## src/rtl/vmemem_wb_bridge.sv

```systemverilog
// -----------------------------------------------------------------------------
// vmemem_wb_bridge
//
// Purpose: converts single Wishbone (pipelined, stall) transactions into one
// one-cycle VMERdMem/VMEWrMem strobe for the generated register banks, waits
// for the matching Done pulse and returns wb_ack_o. Only one transaction is
// ever outstanding.
//
// Optional feature macro: VMEMEM_BRIDGE_TIMEOUT_EN
//   defined   : 16-bit wait counter. If no Done has arrived TIMEOUT cycles after
//               the strobe cycle, the bridge returns wb_err_o with wb_dat_o = 0.
//   undefined : no counter, wb_err_o tied low, Done is awaited indefinitely.
//
// Ports:
//   Clk, rst_n            clock, asynchronous active-low reset
//   wb_cyc_i/stb_i/we_i   Wishbone request qualifiers
//   wb_adr_i, wb_dat_i    word address, write data
//   wb_ack_o, wb_err_o    one-cycle completion / timeout error
//   wb_stall_o            high whenever a request cannot be accepted
//   wb_dat_o              read data, valid with wb_ack_o
//   VMEAddr, VMEWrData    address/data latched at request accept
//   VMERdMem, VMEWrMem    one-cycle access strobes to the bank
//   VMERdData             bank read data, valid with VMERdDone
//   VMERdDone, VMEWrDone  bank completion pulses
//
// States:
//   state   | meaning
//   IDLE    | ready, wb_stall_o low, waiting for cyc & stb
//   RD_WAIT | read strobed, waiting for VMERdDone (then one ack cycle)
//   WR_WAIT | write strobed, waiting for VMEWrDone (then one ack cycle)
//   DRAIN   | master dropped cyc, swallow the pending Done silently
// -----------------------------------------------------------------------------
module vmemem_wb_bridge #(
  parameter int ADDR_W  = 8,
  parameter int DATA_W  = 32,
  parameter int TIMEOUT = 255
) (
  input  logic              Clk,
  input  logic              rst_n,
  input  logic              wb_cyc_i,
  input  logic              wb_stb_i,
  input  logic              wb_we_i,
  input  logic [ADDR_W-1:0] wb_adr_i,
  input  logic [DATA_W-1:0] wb_dat_i,
  output logic              wb_ack_o,
  output logic              wb_err_o,
  output logic              wb_stall_o,
  output logic [DATA_W-1:0] wb_dat_o,
  output logic [ADDR_W-1:0] VMEAddr,
  output logic [DATA_W-1:0] VMEWrData,
  output logic              VMERdMem,
  output logic              VMEWrMem,
  input  logic [DATA_W-1:0] VMERdData,
  input  logic              VMERdDone,
  input  logic              VMEWrDone
);

  typedef enum logic [1:0] {
    IDLE    = 2'd0,
    RD_WAIT = 2'd1,
    WR_WAIT = 2'd2,
    DRAIN   = 2'd3
  } state_t;

  state_t state;
  logic   we_q;        // direction of the outstanding access, also used in DRAIN
  logic   resp_pend;   // ack/err cycle in progress; state leaves WAIT after it
  logic   done_match;
  logic   expired;

  // Only the Done that matches the outstanding direction counts.
  assign done_match = we_q ? VMEWrDone : VMERdDone;

`ifdef VMEMEM_BRIDGE_TIMEOUT_EN
  logic [15:0] tmo_cnt;

  // Done in the terminal cycle wins over the timeout.
  assign expired = (tmo_cnt == 16'(TIMEOUT)) && !done_match;

  // Held at zero in IDLE, so it reads 0 during the strobe cycle.
  always_ff @(posedge Clk or negedge rst_n) begin
    if (!rst_n)
      tmo_cnt <= '0;
    else if (state == IDLE)
      tmo_cnt <= '0;
    else
      tmo_cnt <= tmo_cnt + 16'd1;
  end
`else
  assign expired  = 1'b0;
  assign wb_err_o = 1'b0;
`endif

  always_ff @(posedge Clk or negedge rst_n) begin
    if (!rst_n) begin
      state      <= IDLE;
      we_q       <= 1'b0;
      resp_pend  <= 1'b0;
      wb_ack_o   <= 1'b0;
`ifdef VMEMEM_BRIDGE_TIMEOUT_EN
      wb_err_o   <= 1'b0;
`endif
      wb_stall_o <= 1'b0;
      wb_dat_o   <= '0;
      VMEAddr    <= '0;
      VMEWrData  <= '0;
      VMERdMem   <= 1'b0;
      VMEWrMem   <= 1'b0;
    end else begin
      VMERdMem <= 1'b0;
      VMEWrMem <= 1'b0;
      wb_ack_o <= 1'b0;
`ifdef VMEMEM_BRIDGE_TIMEOUT_EN
      wb_err_o <= 1'b0;
`endif
      case (state)
        IDLE: begin
          if (wb_cyc_i && wb_stb_i) begin
            VMEAddr    <= wb_adr_i;
            VMEWrData  <= wb_dat_i;
            we_q       <= wb_we_i;
            wb_stall_o <= 1'b1;
            resp_pend  <= 1'b0;
            if (wb_we_i) begin
              VMEWrMem <= 1'b1;
              state    <= WR_WAIT;
            end else begin
              VMERdMem <= 1'b1;
              state    <= RD_WAIT;
            end
          end
        end

        RD_WAIT, WR_WAIT: begin
          if (resp_pend) begin
            state      <= IDLE;
            resp_pend  <= 1'b0;
            wb_stall_o <= 1'b0;
          end else if (!wb_cyc_i) begin
            // Aborted: the downstream access already happened, just let it finish.
            if (done_match || expired) begin
              state      <= IDLE;
              wb_stall_o <= 1'b0;
            end else begin
              state <= DRAIN;
            end
          end else if (done_match) begin
            wb_ack_o  <= 1'b1;
            resp_pend <= 1'b1;
            if (state == RD_WAIT)
              wb_dat_o <= VMERdData;
          end
`ifdef VMEMEM_BRIDGE_TIMEOUT_EN
          else if (expired) begin
            wb_err_o  <= 1'b1;
            wb_dat_o  <= '0;
            resp_pend <= 1'b1;
          end
`endif
        end

        DRAIN: begin
          if (done_match || expired) begin
            state      <= IDLE;
            wb_stall_o <= 1'b0;
          end
        end

        default: state <= IDLE;
      endcase
    end
  end

endmodule

```

## config.mk

```make
export PLATFORM = sky130hd
export DESIGN_NAME = vmemem_wb_bridge
export DESIGN_NICKNAME = d
export VERILOG_FILES = /design/src/rtl/vmemem_wb_bridge.sv
export SDC_FILE = /design/constraint.sdc
export NUM_CORES = 1
export LEC_CHECK = 0
export CORE_MARGIN = 5
export CORE_UTILIZATION = 41
export CTS_BUF_LIST = sky130_fd_sc_hd__clkbuf_8
export CTS_CLUSTER_DIAMETER = 200
export CTS_CLUSTER_SIZE = 10
export DETAILED_ROUTE_END_ITERATION = 10
export MAX_ROUTING_LAYER = met4
export PLACE_DENSITY = 0.81
export SYNTH_ARGS = -nofsm -noshare
export SYNTH_HDL_FRONTEND = slang
export SYNTH_SLANG_ARGS = --single-unit
```

## constraint.sdc

```tcl
create_clock -name Clk -period 2.15 [get_ports Clk]
set_input_delay 0.3225 -clock Clk [delete_from_list [all_inputs] [get_ports Clk]]
set_output_delay 0.3225 -clock Clk [all_outputs]
set_load 0.02 [all_outputs]
```

==> results.json <==
{
  "dp_hpwl_mm": 5.59,
  "max_clock_freq_mhz": 529,
  "required_ns": 2.37,
  "setup_viol": 0,
  "p_int_uw": 4780,
  "tns_ns": 0,
  "drive_gt1_frac": 0.283,
  "path_clk_slew_ns": 0.08,
  "io_pins": 156,
  "clock_sinks": 80,
  "clkPwrFrac": 0.153,
  "antenna_found_initial": 0,
  "avgSynthCellArea_um2": 16.3,
  "finalClockPeriodUsage": 0.880,
  "initialDrtViolationCount": 62,
  "min_path_type": "in -> async",
  "diodes": 0,
  "synth.largest_area_cell": "dfrtp_1",
  "lay_top_cells": "clkdlybuf4s50_1 (153), dfrtp_1 (80), mux2_2 (73), clkbuf_8 (11), inv_1 (4)",
  "r2r_end": "wb_dat_o[3]",
  "top_usage_layer": "met2",
  "skew_ns": 0.00722,
  "firstDrtPassIters": 5,
  "fin_ws_ns": 0.258,
  "netlist_instances": 193,
  "num_vias": 2174,
  "grt_pass1_wl_mm": 11.9,
  "ys_seq_share": 0.637,
  "cp-start-kind": "register",
  "gp_congestion": 0.792,
  "met2_usage": 0.256,
  "nNetsFinal": 437,
  "warnings": 28,
  "synthArstFlopShare": 1.00,
  "holdWs_ns": 0.437,
  "outcome": "completed",
  "ys.flops": 80,
  "p_sw_uw": 2510
}
-- worst max-delay path, stage by stage, from the launching register on --
cell     delay [ns]
dfrtp_1        0.38
inv_1          0.07
ha_1           0.32
nor2b_1        0.34
nand4_4        0.15
buf_12         0.20
mux2_4         0.31
-- routing by layer --
metal	up-vias	wire length (um)
met5	-	0
met4	0	87
met3	8	492
met2	99	3670
met1	1069	3030
li1	998	-
-- synth_stat cells (all sizes together), types with 2 or more instances --
| cell type | instances |
|---|---|
| dfrtp | 80 |
| mux2 | 75 |
| buf | 6 |
| inv | 4 |
| clkbuf | 3 |
| ha | 3 |
| a21oi | 2 |
| mux2i | 2 |
| nand2 | 2 |
| nand2b | 2 |
| nor2 | 2 |
| o21ai | 2 |
-- worst max-delay path by stage --
stage / slack (ns) / to / startpoint / cells after the start
floorplan: 0.38 / state[1] / state[0] / 5
CTS: 0.25 / wb_dat_o[3] / state[0] / 6
global placement: 0.26 / state[1] / wb_cyc_i / 4
global route: 0.14 / state[1] / state[0] / 5
finish: 0.26 / wb_dat_o[3] / state[0] / 6
detailed placement: 0.23 / state[1] / wb_cyc_i / 4
-- registers in the layout, summed over array words and instances, names as in the netlist --
register	flops
wb_ack_o	1
we_q	1
VMEAddr	8
VMEWrMem	1
state	2
wb_dat_o	32
VMEWrData	32
resp_pend	1
wb_stall_o	1
VMERdMem	1
-- timing repair --
item,in CTS,in global routing
endpoints found under the hold margin,27,0
buffers inserted,0,0
hold buffers,1,0
gates resized,0,0
-- layout make-up --
class                   instances  area, um2  share of cell area
clock inverters                 5       55.1              0.0110
multi-input cells             100       1050               0.209
repair buffers                160       1620               0.323
clock buffers                  11        151              0.0301
inverters                       4       15.0             0.00299
flip-flops and latches         80       2000               0.398
well taps                     102        128              0.0254
-- stage by stage --
| step | total power, uW | util | std cells | instance area (um2) |
|---|---|---|---|---|
| floorplan | 4430 | - | 193 | 3140 |
| global placement | 6130 | 0.632 | 445 | 4810 |
| detailed placement | 6250 | 0.632 | 445 | 4810 |
| CTS | 7400 | 0.661 | 462 | 5030 |
| global route | 7720 | 0.661 | 462 | 5030 |
| finish | 7290 | 0.661 | 462 | 5030 |
-- cell families after synthesis --
group,after synthesis,share of synthesized area
AOI/OAI and AO/OA,9,0.0207
adders and majority gates,3,0.0119
other,1,0.00119
DFF,80,0.637
and+or+nand+nor,10,0.0231
buffers and inverters,13,0.0283
muxes,77,0.278
-- power by group through the flow --
stage          registers (uW)  clock network [uW]  logic [uW]
5_1_grt                  2650                1230        3830
3_3_place_gp             2550                   0        3580
4_1_cts                  2570                1160        3670
2_1_floorplan            3410                   0        1020
3_5_place_dp             2590                   0        3660
6_report                 2560                1110        3610
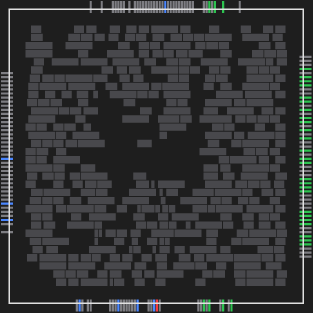
*I/O pins on the die edge*
Drawn at 3 px/um. Pins as bars across the die edge, other pins in grey.
- blue: `VMEAddr` (pins 8; direction output; edge 4 south, 3 west, 1 north)
- green: `wb_dat_o` (pins 32; direction output; edge 25 east, 4 south, 3 north)
- red: `wb_stb_i` (pins 1; direction input; edge south)
- all pins by edge: 50 east, 39 west, 37 north, 30 south

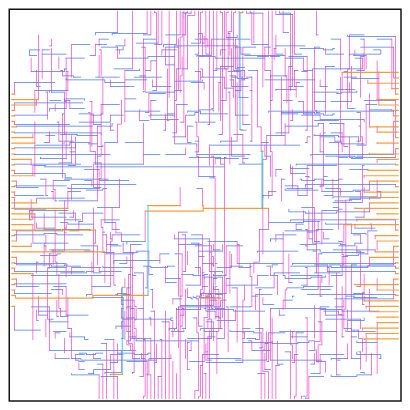
*Wiring by layer*
Drawn at 4 px/um.
- cyan: met4 (wire length 87.7 um)
- magenta: met2 (wire length 3,670 um)
- blue: met1 (wire length 3,030 um)
- orange: met3 (wire length 492 um)

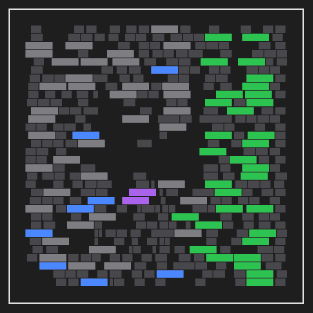
*Sequential cells grouped by signal name*
Drawn at 3 px/um. Other sequential cells in the stronger grey, the rest of the logic in the fainter grey.
- green: `wb_dat_o` (sequential cells 32; where a vertical strip on the right)
- blue: `VMEAddr` (sequential cells 8)
- purple: `state` (sequential cells 2)

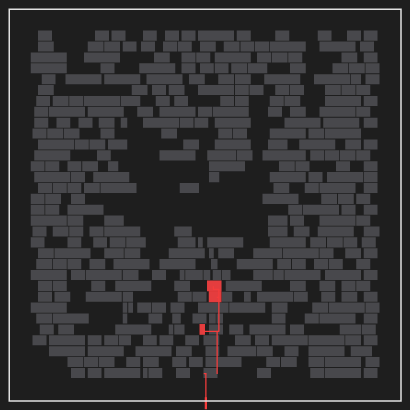
*Wires at chosen ports, followed through buffers*
Drawn at 4 px/um.
- red: `wb_stb_i` (direction input; edge south; end cells 3; buffers 1; wire 34.4 um)

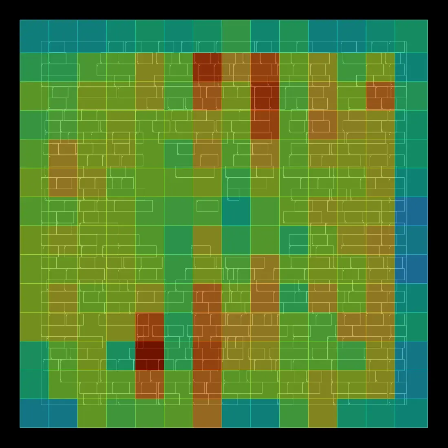
*Track usage over the die*
Final Util: 0.661
met1 Use GR: 0.196
drt wl/cell: 15.8 um

Power is estimated from default activity; no workload was simulated.
